==> config.mk <==
export PLATFORM = sky130hd
export DESIGN_NAME = snn_config_loader
export DESIGN_NICKNAME = d
export VERILOG_FILES = /design/src/rtl/snn_config_loader.sv
export SDC_FILE = /design/constraint.sdc
export NUM_CORES = 1
export LEC_CHECK = 0
export ABC_AREA = 1
export CORE_MARGIN = 2
export CORE_UTILIZATION = 29
export DETAILED_ROUTE_END_ITERATION = 6
export GPL_ROUTABILITY_DRIVEN = 0
export GPL_TIMING_DRIVEN = 0
export PLACE_DENSITY = 0.51
export SYNTH_ARGS = -nofsm -noshare
export SYNTH_HDL_FRONTEND = slang
export SYNTH_SLANG_ARGS = --single-unit
==> constraint.sdc <==
create_clock -name clk -period 2.11 [get_ports clk]
set_input_delay 0.633 -clock clk [delete_from_list [all_inputs] [get_ports clk]]
set_output_delay 0.633 -clock clk [all_outputs]
set_load 0.05 [all_outputs]
==> src/rtl/snn_config_loader.sv <==
// -----------------------------------------------------------------------------
// snn_config_loader
//
// Byte-serial configuration loader for the three-layer spiking network.
// A host streams NUM_BYTES configuration bytes followed by one XOR checksum
// byte. The bytes are collected in a shadow register. The live weight and
// neuron-parameter buses are replaced atomically, and only when the checksum
// matches. This lets the network keep running on the previous configuration
// while a new one is being loaded.
//
// Ports
//   clk               in   1            system clock, rising edge
//   rst_n             in   1            asynchronous reset, active low
//   i_start           in   1            1-cycle pulse: begin / restart a load
//   i_data_in         in   8            configuration or checksum byte
//   i_data_valid      in   1            i_data_in valid this cycle
//   o_input_weights   out  WEIGHT_BITS  live weight bus
//   o_neuron_params   out  PARAM_BITS   live neuron-parameter bus
//   o_busy            out  1            high while loading or awaiting checksum
//   o_done            out  1            1-cycle pulse after a successful commit
//   o_err             out  1            sticky checksum-mismatch flag
//   o_cfg_valid       out  1            a configuration was committed since reset
// -----------------------------------------------------------------------------
module snn_config_loader #(
    parameter int WEIGHT_BITS = 216,
    parameter int PARAM_BITS  = 96
) (
    input  logic                   clk,
    input  logic                   rst_n,
    input  logic                   i_start,
    input  logic [7:0]             i_data_in,
    input  logic                   i_data_valid,
    output logic [WEIGHT_BITS-1:0] o_input_weights,
    output logic [PARAM_BITS-1:0]  o_neuron_params,
    output logic                   o_busy,
    output logic                   o_done,
    output logic                   o_err,
    output logic                   o_cfg_valid
);

    localparam int TOTAL_BITS = WEIGHT_BITS + PARAM_BITS;
    localparam int NUM_BYTES  = TOTAL_BITS / 8;
    localparam int CNT_W      = $clog2(NUM_BYTES);
    localparam logic [CNT_W-1:0] LAST_IDX = CNT_W'(NUM_BYTES - 1);

    typedef enum logic [1:0] {
        S_IDLE  = 2'd0,
        S_LOAD  = 2'd1,
        S_CHECK = 2'd2
    } state_t;

    // Running XOR checksum: fold one more byte into the accumulator.
    function automatic logic [7:0] f_xor_accum(input logic [7:0] acc, input logic [7:0] b);
        f_xor_accum = acc ^ b;
    endfunction

    state_t                  r_state,     w_state_nxt;
    logic [TOTAL_BITS-1:0]   r_shadow,    w_shadow_nxt;
    logic [CNT_W-1:0]        r_count,     w_count_nxt;
    logic [7:0]              r_accum,     w_accum_nxt;
    logic [WEIGHT_BITS-1:0]  r_weights,   w_weights_nxt;
    logic [PARAM_BITS-1:0]   r_params,    w_params_nxt;
    logic                    r_busy;
    logic                    r_done,      w_done_nxt;
    logic                    r_err,       w_err_nxt;
    logic                    r_cfg_valid, w_cfg_valid_nxt;

    // Next-state and next-value logic for the load sequencer.
    always_comb begin
        w_state_nxt     = r_state;
        w_shadow_nxt    = r_shadow;
        w_count_nxt     = r_count;
        w_accum_nxt     = r_accum;
        w_weights_nxt   = r_weights;
        w_params_nxt    = r_params;
        w_done_nxt      = 1'b0;
        w_err_nxt       = r_err;
        w_cfg_valid_nxt = r_cfg_valid;

        if (i_start) begin
            // A start has priority over everything. Any byte presented in the
            // same cycle is dropped, and a partial load is thrown away.
            w_state_nxt  = S_LOAD;
            w_shadow_nxt = {TOTAL_BITS{1'b0}};
            w_count_nxt  = {CNT_W{1'b0}};
            w_accum_nxt  = 8'h00;
            w_err_nxt    = 1'b0;
        end else begin
            case (r_state)
                S_IDLE: begin
                    w_state_nxt = S_IDLE;
                end
                S_LOAD: begin
                    if (i_data_valid) begin
                        // The first byte shifts up to the top of the weight bus.
                        w_shadow_nxt = {r_shadow[TOTAL_BITS-9:0], i_data_in};
                        w_accum_nxt  = f_xor_accum(r_accum, i_data_in);
                        if (r_count == LAST_IDX) begin
                            w_state_nxt = S_CHECK;
                        end else begin
                            w_count_nxt = r_count + {{(CNT_W-1){1'b0}}, 1'b1};
                        end
                    end else begin
                        w_state_nxt = S_LOAD;
                    end
                end
                S_CHECK: begin
                    if (i_data_valid) begin
                        w_state_nxt = S_IDLE;
                        if (i_data_in == r_accum) begin
                            w_weights_nxt   = r_shadow[TOTAL_BITS-1:PARAM_BITS];
                            w_params_nxt    = r_shadow[PARAM_BITS-1:0];
                            w_cfg_valid_nxt = 1'b1;
                            w_done_nxt      = 1'b1;
                        end else begin
                            w_err_nxt = 1'b1;
                        end
                    end else begin
                        w_state_nxt = S_CHECK;
                    end
                end
                default: begin
                    w_state_nxt = S_IDLE;
                end
            endcase
        end
    end

    // State, shadow, and live output registers.
    always_ff @(posedge clk or negedge rst_n) begin
        if (!rst_n) begin
            r_state     <= S_IDLE;
            r_shadow    <= {TOTAL_BITS{1'b0}};
            r_count     <= {CNT_W{1'b0}};
            r_accum     <= 8'h00;
            r_weights   <= {WEIGHT_BITS{1'b0}};
            r_params    <= {PARAM_BITS{1'b0}};
            r_busy      <= 1'b0;
            r_done      <= 1'b0;
            r_err       <= 1'b0;
            r_cfg_valid <= 1'b0;
        end else begin
            r_state     <= w_state_nxt;
            r_shadow    <= w_shadow_nxt;
            r_count     <= w_count_nxt;
            r_accum     <= w_accum_nxt;
            r_weights   <= w_weights_nxt;
            r_params    <= w_params_nxt;
            r_busy      <= (w_state_nxt != S_IDLE);
            r_done      <= w_done_nxt;
            r_err       <= w_err_nxt;
            r_cfg_valid <= w_cfg_valid_nxt;
        end
    end

    assign o_input_weights = r_weights;
    assign o_neuron_params = r_params;
    assign o_busy          = r_busy;
    assign o_done          = r_done;
    assign o_err           = r_err;
    assign o_cfg_valid     = r_cfg_valid;

endmodule
==> results.cfg <==
; yosys + openroad results
[worst_setup_path]
setup.worst_path.start = o_input_weights[35]$_DFFE_PN0P_
crit_path_arrival_time_ps = 1430
r2r-start = r_state[1]$_DFF_PN0_
timing.critical_path.required_ps = 1480
cp_num_cells = 1
setup.worst_path.end = o_input_weights[35]
delay_contributed_by_the_slowest_stage_of_the_critical_path_ps = 440
critPathKind = reg -> out
r2r_slack_ps = 120
critical_path.cell_chain = clkdlybuf4s18_2
critPathLaunchType = flop

[final_layout]
final_layout_top_logic_cells = sky130_fd_sc_hd__nand2_1 (804), sky130_fd_sc_hd__dfrtp_1 (644), sky130_fd_sc_hd__nand4_1 (314)
final_cells = 4365
layout_top_cell = sky130_fd_sc_hd__nand2_1
flow.area_growth_from_synthesis_pct = 31.10
flip_flop_count_of_the_largest_register_all_copies_and_words_added = 312
nNetsFinal = 3153
drive_above_1_share_pct = 20.08

[power]
leakage_nw = 16.01
power_density_nw_per_um2 = 792.8
irDropWorstVdd_v = 0.0005242
overall_power_consumption_mw = 26.79

[floorplanning]
fp.coreArea_sq_um = 88240
ios = 328
fp-utilization_pct = 29.21

[sta]
skew_ps = 16.80
final_critical_path_setup_slack_ps = 49.48
tightestPinTransition_ps = 632.3
period_used_pct = 97.66
finalWorstPathRequiredPeriod_ps = 2061
finalHoldViolations = 0
rsz0062_at_grt = true
top_achievable_clock_speed_ghz = 0.4853
slew_headroom_pct = 57.84

[synthesis]
ys_types = 22
muxShareOfSynthArea_pct = 0
syn-instance-count = 2716
top_area_cell = sky130_fd_sc_hd__dfrtp_1
syn_area_sq_um = 25780
synth_warnings = 0
synth-seq-cells = 644
synth_nets = 2732
topCellsByArea = sky130_fd_sc_hd__dfrtp_1 (63%), sky130_fd_sc_hd__nand2_1 (12%), sky130_fd_sc_hd__nand4_1 (7.6%)
yosysTopAreaCellShare_pct = 62.52
post_synth_edffs = 0
synth-compound-area-share_pct = 6.591
synth-main-ff-cell = sky130_fd_sc_hd__dfrtp_1
synth.cellmix.xorXnorShare_pct = 0.1019
post_synth_most_frequent_cells = sky130_fd_sc_hd__nand2_1 (805), sky130_fd_sc_hd__dfrtp_1 (644), sky130_fd_sc_hd__nand4_1 (314)

[clocking]
numCtsBuffers = 77
h_tree_levels = 3
path_clk_slew_ps = 60
cts-root-buf = sky130_fd_sc_hd__clkbuf_16
cts_max_path_buffers = 3
cts_hold_bufs = 1
postCtsResizedCells = 973
total_clock_sinks = 644
post-cts-setup-buffer-count = 6

[drt]
drt-initial-drc-count = 1727
drc = 0
top_layer_reached_by_signal_wires = met4
ant_nets = 0
route.detailed.vias_per_inst = 4.899
met3_length_um = 5398
wl_met2_um = 39030
first_pass_detailed_route_iteration_total = 5
routed_wirelength_um = 85360

[place]
place.detailed.instances = 4213
dp_hpwl_um = 60010
preCtsSetupSlack_ps = -1520
port_buffers = 326
place_area_sq_um = 30670

[job]
maxCapViolations = 0
stage_log_warnings = 39

[worst_hold_path]
holdCritPathClass = in -> reg
hold_startpoint = i_start
timing.hold.worst_endpoint = r_shadow[295]$_DFFE_PN0P_
holdPathStages = 2

[grt]
grt_first_pass_wirelength_um = 131000
antenna_violations_before_repair = 4
global_route.usage.met2_pct = 29.38
first_global_vias = 21670
globalRouteOverflowTotal = 0

[run_status]
status = completed
## report_power, final
group	internal [mW]	switching, mW	total [mW]
Sequential	12.4	0.0302	12.4
Clock	7.84	5.39	13.2
Combinational	0.239	0.900	1.14
Total	20.5	6.32	26.8
## cells by family after synthesis
group / Yosys count
AND/OR/NAND/NOR: 1422
flip-flops: 644
AND-OR/OR-AND: 328
buffers and inverters: 315
adder cells (fa/ha/maj): 4
XOR/XNOR: 3
## area by class of cell
type,instances,area [sq um]
repair buffers,343,3931
plain buffers,252,1236
clock inverters,26,271.5
fillers,8965,54440
well taps,1165,1458
multi-input cells,1757,8309
flip-flops and latches,644,16120
diodes,3,7.507
inverters,62,232.7
clock buffers,113,2233
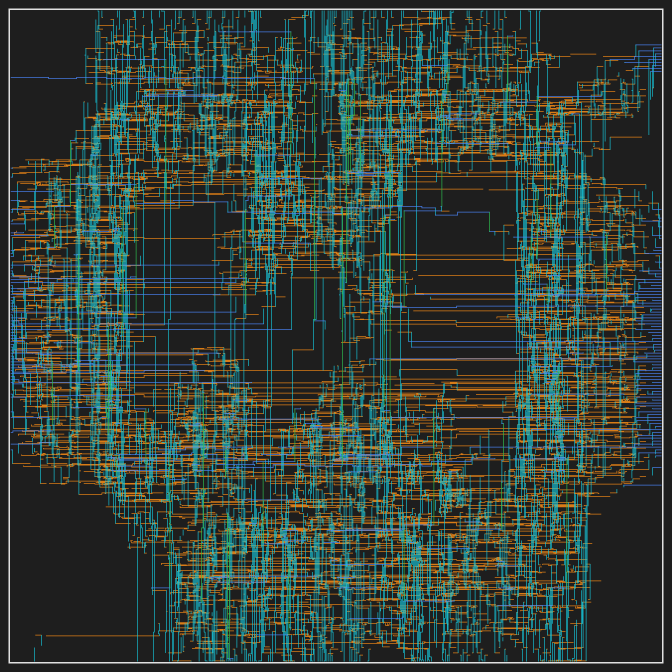
Figure 1: routed metal, one colour a layer.
metal 1: marked orange, wire length 38.8 mm. metal 4: marked green, wire length 2,140 um. metal 2: marked cyan, wire length 39.0 mm. metal 3: marked blue, wire length 5,400 um.
total track usage: 18.63%
average detailed-routed wire length per instance: 19.56 um
routed vias: 21,380

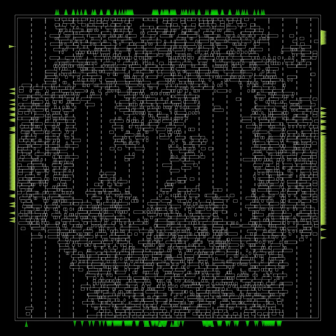
Figure 2: cell outlines without signal wires.
Layout fillers: 8,965
utilization after layout: 38.30%
number of core rows: 109
share of cell area taken by flip-flops and latches: 47.69%

